===== config.mk =====
export PLATFORM = sky130hd
export DESIGN_NAME = tone_synth_param
export DESIGN_NICKNAME = d
export VERILOG_FILES = /design/src/rtl/tone_synth_param.sv
export SDC_FILE = /design/constraint.sdc
export NUM_CORES = 1
export LEC_CHECK = 0
export CAP_MARGIN = 20
export CORE_UTILIZATION = 45
export CTS_CLUSTER_SIZE = 12
export DETAILED_ROUTE_END_ITERATION = 7
export GPL_ROUTABILITY_DRIVEN = 0
export SYNTH_ARGS = -nofsm -noshare
export SYNTH_HDL_FRONTEND = slang
export SYNTH_SLANG_ARGS = --single-unit

===== constraint.sdc =====
create_clock -name clk_5m -period 2.9 [get_ports clk_5m]
set_input_delay 0.58 -clock clk_5m [delete_from_list [all_inputs] [get_ports clk_5m]]
set_output_delay 0.58 -clock clk_5m [all_outputs]
set_load 0.005 [all_outputs]

===== src/rtl/tone_synth_param.sv =====
// tone_synth_param: decodes a jianpu note code into a glitch-free square wave on speaker.
// Define TONE_GAP_EN to insert an articulation gap of GAP_CYCLES clocks before each strobed note.
module tone_synth_param #(
    parameter int unsigned CLK_HZ     = 5_000_000,
    parameter int unsigned CNT_W      = 14,
    parameter int unsigned GAP_CYCLES = 50_000
) (
    input  logic        clk_5m,
    input  logic        rst_n,
    input  logic        enable,
    input  logic        note_stb,
    input  logic [11:0] din,
    output logic        speaker,
    output logic        playing,
    output logic        bad_code
);
    typedef enum logic [1:0] {IDLE, TONE, GAP} state_t;

    localparam logic [CNT_W-1:0] ONE = CNT_W'(1);

    function automatic int unsigned note_hz(input int unsigned idx);
        case (idx)
            0:  return 262;
            1:  return 294;
            2:  return 330;
            3:  return 349;
            4:  return 392;
            5:  return 440;
            6:  return 494;
            7:  return 523;
            8:  return 587;
            9:  return 659;
            10: return 698;
            11: return 784;
            12: return 880;
            13: return 988;
            14: return 1047;
            15: return 1175;
            16: return 1319;
            17: return 1397;
            18: return 1568;
            19: return 1760;
            default: return 1976;
        endcase
    endfunction

    function automatic int unsigned half_of(input int unsigned idx);
        return CLK_HZ / (2 * note_hz(idx));
    endfunction

    function automatic bit table_fits();
        for (int unsigned i = 0; i < 21; i++) begin
            if (64'(half_of(i)) >= (64'd1 << CNT_W)) return 1'b0;
        end
        return 1'b1;
    endfunction

    if (!table_fits()) begin : g_cnt_w_check
        $error("CNT_W too narrow for the half-period of the lowest note at CLK_HZ");
    end
    if (GAP_CYCLES == 0) begin : g_gap_check
        $error("GAP_CYCLES must be at least 1");
    end

    logic [CNT_W-1:0] half_tab [32];
    for (genvar g = 0; g < 32; g++) begin : g_half
        assign half_tab[g] = (g < 21) ? CNT_W'(half_of(g)) : '0;
    end

    // Decode: dec_half of zero stands for a rest (legal or not).
    logic             lo_ok, mid_ok, hi_ok, is_rest, is_bad;
    logic [4:0]       idx;
    logic [CNT_W-1:0] dec_half;

    always_comb begin
        lo_ok   = (din[11:3] == '0) && (din[2:0] != '0);
        mid_ok  = (din[11:7] == '0) && (din[3:0] == '0) && (din[6:4] != '0);
        hi_ok   = (din[11] == 1'b0) && (din[7:0] == '0) && (din[10:8] != '0);
        is_rest = (din == '0);
        is_bad  = !(lo_ok || mid_ok || hi_ok || is_rest);
        idx     = '0;
        if (lo_ok)       idx = 5'(din[2:0]) - 5'd1;
        else if (mid_ok) idx = 5'(din[6:4]) + 5'd6;
        else if (hi_ok)  idx = 5'(din[10:8]) + 5'd13;
        dec_half = (lo_ok || mid_ok || hi_ok) ? half_tab[idx] : '0;
    end

    state_t           state, state_n;
    logic [CNT_W-1:0] cnt, cnt_n, cur_half, cur_half_n, pend_half, pend_half_n;
    logic             spk, spk_n, pend_v, pend_v_n, bad_q, bad_n;
`ifdef TONE_GAP_EN
    localparam int unsigned GAP_W = (GAP_CYCLES > 1) ? $clog2(GAP_CYCLES) : 1;
    logic [GAP_W-1:0] gap_cnt, gap_n;
`endif

    always_comb begin
        state_n     = state;
        cnt_n       = cnt;
        cur_half_n  = cur_half;
        spk_n       = spk;
        pend_v_n    = pend_v;
        pend_half_n = pend_half;
        bad_n       = enable && note_stb && is_bad;
`ifdef TONE_GAP_EN
        gap_n       = gap_cnt;
`endif
        if (!enable) begin
            state_n     = IDLE;
            cnt_n       = '0;
            spk_n       = 1'b0;
            pend_v_n    = 1'b0;
            pend_half_n = '0;
        end else begin
            case (state)
                IDLE: begin
                    pend_v_n = 1'b0;
                    if (note_stb && dec_half != '0) begin
                        state_n    = TONE;
                        cur_half_n = dec_half;
                        cnt_n      = dec_half - ONE;
                    end else if (!note_stb && pend_v && pend_half != '0) begin
                        state_n    = TONE;
                        cur_half_n = pend_half;
                        cnt_n      = pend_half - ONE;
                    end
                end
                TONE: begin
                    cnt_n = cnt - ONE;
                    // Expiry consumes the pending value held before this edge; a strobe
                    // on the same edge becomes pending for the following expiry.
                    if (cnt == '0) begin
                        pend_v_n = 1'b0;
                        if (!pend_v) begin
                            spk_n = !spk;
                            cnt_n = cur_half - ONE;
                        end else if (pend_half == '0) begin
                            spk_n   = 1'b0;
                            state_n = IDLE;
                            cnt_n   = '0;
                        end else begin
`ifdef TONE_GAP_EN
                            spk_n      = 1'b0;
                            state_n    = GAP;
                            cnt_n      = '0;
                            cur_half_n = pend_half;
                            gap_n      = GAP_W'(GAP_CYCLES - 1);
`else
                            spk_n      = !spk;
                            cur_half_n = pend_half;
                            cnt_n      = pend_half - ONE;
`endif
                        end
                    end
                    if (note_stb) begin
                        pend_v_n    = 1'b1;
                        pend_half_n = dec_half;
                    end
                end
`ifdef TONE_GAP_EN
                GAP: begin
                    gap_n = gap_cnt - GAP_W'(1);
                    if (gap_cnt == '0) begin
                        pend_v_n = 1'b0;
                        state_n  = TONE;
                        cnt_n    = cur_half - ONE;
                        if (pend_v && pend_half == '0) begin
                            state_n = IDLE;
                            cnt_n   = '0;
                        end else if (pend_v) begin
                            cur_half_n = pend_half;
                            cnt_n      = pend_half - ONE;
                        end
                    end
                    if (note_stb) begin
                        pend_v_n    = 1'b1;
                        pend_half_n = dec_half;
                    end
                end
`endif
                default: begin
                    state_n = IDLE;
                    spk_n   = 1'b0;
                end
            endcase
        end
    end

    always_ff @(posedge clk_5m or negedge rst_n) begin
        if (!rst_n) begin
            state     <= IDLE;
            cnt       <= '0;
            cur_half  <= '0;
            spk       <= 1'b0;
            pend_v    <= 1'b0;
            pend_half <= '0;
            bad_q     <= 1'b0;
`ifdef TONE_GAP_EN
            gap_cnt   <= '0;
`endif
        end else begin
            state     <= state_n;
            cnt       <= cnt_n;
            cur_half  <= cur_half_n;
            spk       <= spk_n;
            pend_v    <= pend_v_n;
            pend_half <= pend_half_n;
            bad_q     <= bad_n;
`ifdef TONE_GAP_EN
            gap_cnt   <= gap_n;
`endif
        end
    end

    assign speaker  = spk;
    assign playing  = (state != IDLE);
    assign bad_code = bad_q;
endmodule


==> Changelog: implementation <==
### Metrics

* Most instantiated logic cells after routing: buf_4, nand2_1, buf_6
* Worst slew pin tran at 787 ps
* Die Y at 109 microns
* Dpl cell area at 7340 sq um
* CTS H-tree depth at 2
* Fmax at 233 MHz
* Pre-antenna DRT Iters at 5
* Simple share at 25.1%
* Critical path class: in2reg
* Share of post-route cells with drive strength above 1 at 49.0%
* Worst path bufs/invs at 5
* Synth Area in XOR/XNOR at 6.07%
* Required time worst endpoint at 3080 ps
* First-pass GRT wire length at 34,000 microns
* Fin. Hold Viols at 0
* Crit-path max FO at 7
* Cells on worst reg2reg path at 7
* Type of the worst min-delay path: in2async
* Status: complete, but fails checks
* Setup ws final at -1390 ps
* WP data arrival at 4470 ps
* Syn nets at 701
* Commonest flop: dfrtp_1
* Post-synthesis chip area from yosys at 5190 sq um
* Number of global-route vias before repair at 6,699
* # DRC at 0
* Largest net degree at the start of global routing at 47
* Place WS at -2260 ps
* Most frequent logic cell in the layout: buf_4
* Flops out of synthesis at 46
* Slowest stage delay, CP at 390 ps
* Maxcap violations at 0
* # rows at 38
* Synth warn at 0
* Yosys adder share at 4.34%
* Setup Viol. Count Final at 41
* Failing checks: negative setup slack
* Crit. path cell count at 19
* Post-synth seq share at 22.2%
==> synthesized netlist by cell type, types with 8 or more instances <==
library cell,number,area [sq um]
xnor2_1,19,166
nand2_1,67,251
dfrtp_1,46,1150
clkbuf_1,18,67.6
mux2_4,8,120
o22ai_1,10,62.6
or4_1,8,60.1
a31oi_1,9,56.3
o211ai_1,12,90.1
a211oi_1,18,135
nor3_1,21,105
a21oi_1,49,245
mux2i_1,11,110
nor2_1,58,218
xor2_1,17,149
o21ai_0,44,220
or3_1,11,68.8
inv_1,25,93.8
nor4_1,9,56.3
nand4_1,11,68.8
ha_1,18,225
mux2_2,11,124
nand3_1,20,100
==> cell families (layout without fill, tap and decap cells) <==
group,Yosys count,in the layout
XOR/XNOR,36,36
AND-OR/OR-AND,224,224
multiplexers,30,30
buffers and inverters,60,333
flip-flops,46,46
AND/OR/NAND/NOR,253,254
adder cells (fa/ha/maj),18,18
==> timing repair <==
item | CTS | global route
pin swaps | 41 | 30
hold buffers | 0 | 0
gates resized | 155 | 104
gates cloned | 1 | 0
setup endpoints to repair | 43 | 43
setup buffers | 19 | 28
==> worst register-to-register path, cell delays in order, from the launching register on <==
cell and delay [ps]:
dfrtp_1 450, or4_1 610, nor4_1 210, buf_4 170
nand2_1 80, o21ai_0 640, nand2b_4 240, mux2_4 360
==> worst min-delay path by stage <==
| stage | startpoint | end | cells past startpoint |
|---|---|---|---|
| 6_report | rst_n | cnt[12] | 1 |
| 4_1_cts | rst_n | cnt[12] | 1 |
| 2_1_floorplan | rst_n | bad_code | 0 |
| 3_3_place_gp | cnt[5] | cnt[5] | 2 |
| 3_5_place_dp | cnt[5] | cnt[5] | 2 |
| 5_1_grt | rst_n | cur_half[12] | 1 |
==> final cells by class <==
cell class                 count  area (sq um)  share of cell area, %
inverter                      26           128                   1.45
tap                          140           175                   2.00
multi-input combinational    562          4640                   52.8
clock inverter                 2          60.1                  0.684
clock buffer                   6           139                   1.58
timing repair buffer         299          2490                   28.3
sequential                    46          1150                   13.1
==> registers in the layout (all words and copies together), names as in the netlist <==
signal     cells
pend_half     14
cur_half      14
state          1
cnt           14
bad_code       1
speaker        1
pend_v         1
==> metal layers <==
metal,GRT usage [%],up-vias,wire (microns)
met5,0,-,0
met4,26.0,0,1880
met3,4.45,147,1640
met2,66.3,423,11500
met1,40.9,3281,8450
li1,-,3068,-
==> power by group <==
group | internal, mW | switching, mW | leakage [nW]
sequential | 0.731 | 0.137 | 0.623
combinational | 0.687 | 0.823 | 3.16
clock | 0.518 | 0.261 | 0.0971
Figure 1. Cell outlines without signal wires.
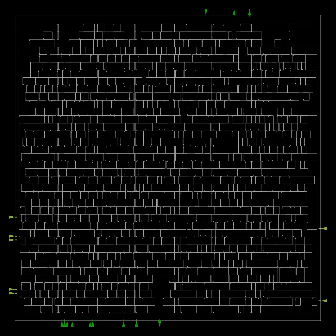
sequential share of cell area: 13.1%
final core occ: 79.6%

Figure 2. Drive-strength map.
The bar under the picture is 20 microns long.
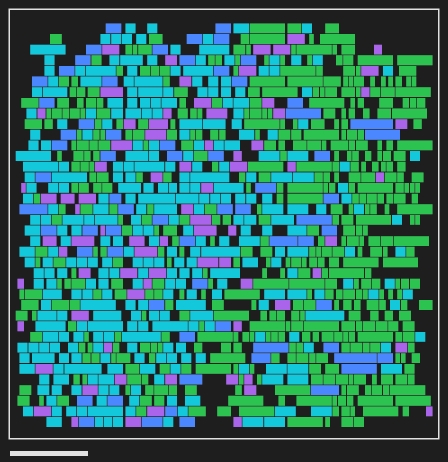
blue -> x6 and larger  # cells 66, most used buf_6
purple -> x2  # cells 78, most used a21oi_2
green -> x1 and smaller  # cells 480, most used nand2_1
cyan -> x3 and x4  # cells 317, most used buf_4
synthesis-to-layout area growth: 69.1%
cell area after layout: 8780 sq um
Non-clk bufs: 299

Figure 3. Wire density map.
22 x 22 tiles, from dark blue (low) to red (high), scaled to the fullest tile. Values are wire area over tile area, all layers added.
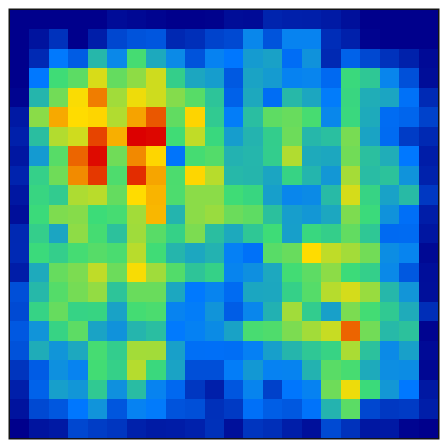
mean over tiles = 0.34
fullest tile = 0.93
emptiest ninth of the die = upper right
nearly empty tiles = 6.0%
Total GRT Usage: 37.1%
final WL: 23,500 microns

Figure 4. Clock wires, drivers and flops.
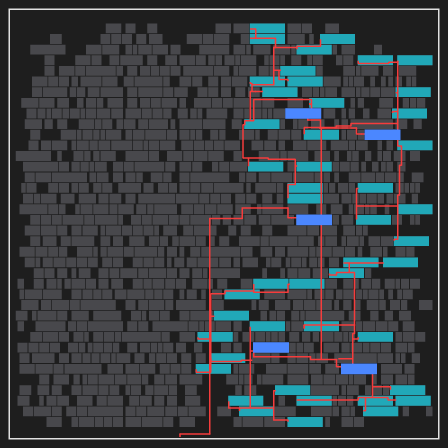
blue -> clock-net drivers  # count 5
cyan -> flip-flops  # count 46
red -> clock wires  # length 671 microns
routed clock nets = 6
clock latency on the worst-skew pair: 290 ps
Final Skew: 5.35 ps
Clk. pwr: 0.779 mW
clock share of power: 24.7%

Figure 5. The metal 3 layer.
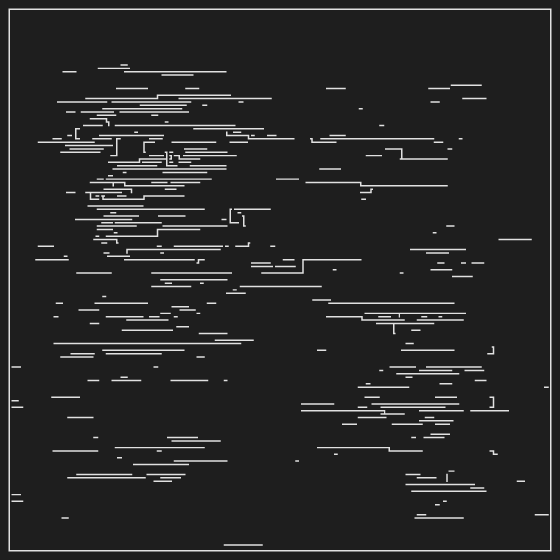
share of all routed wire = 7.0%
longest straight run = 37.7 microns
main direction = horizontal
nets with wire on the layer = 166
DR vias: 6,919
M3 GR Usage: 4.45%

Power figures rest on the tool's default switching activity, not on a simulated workload.
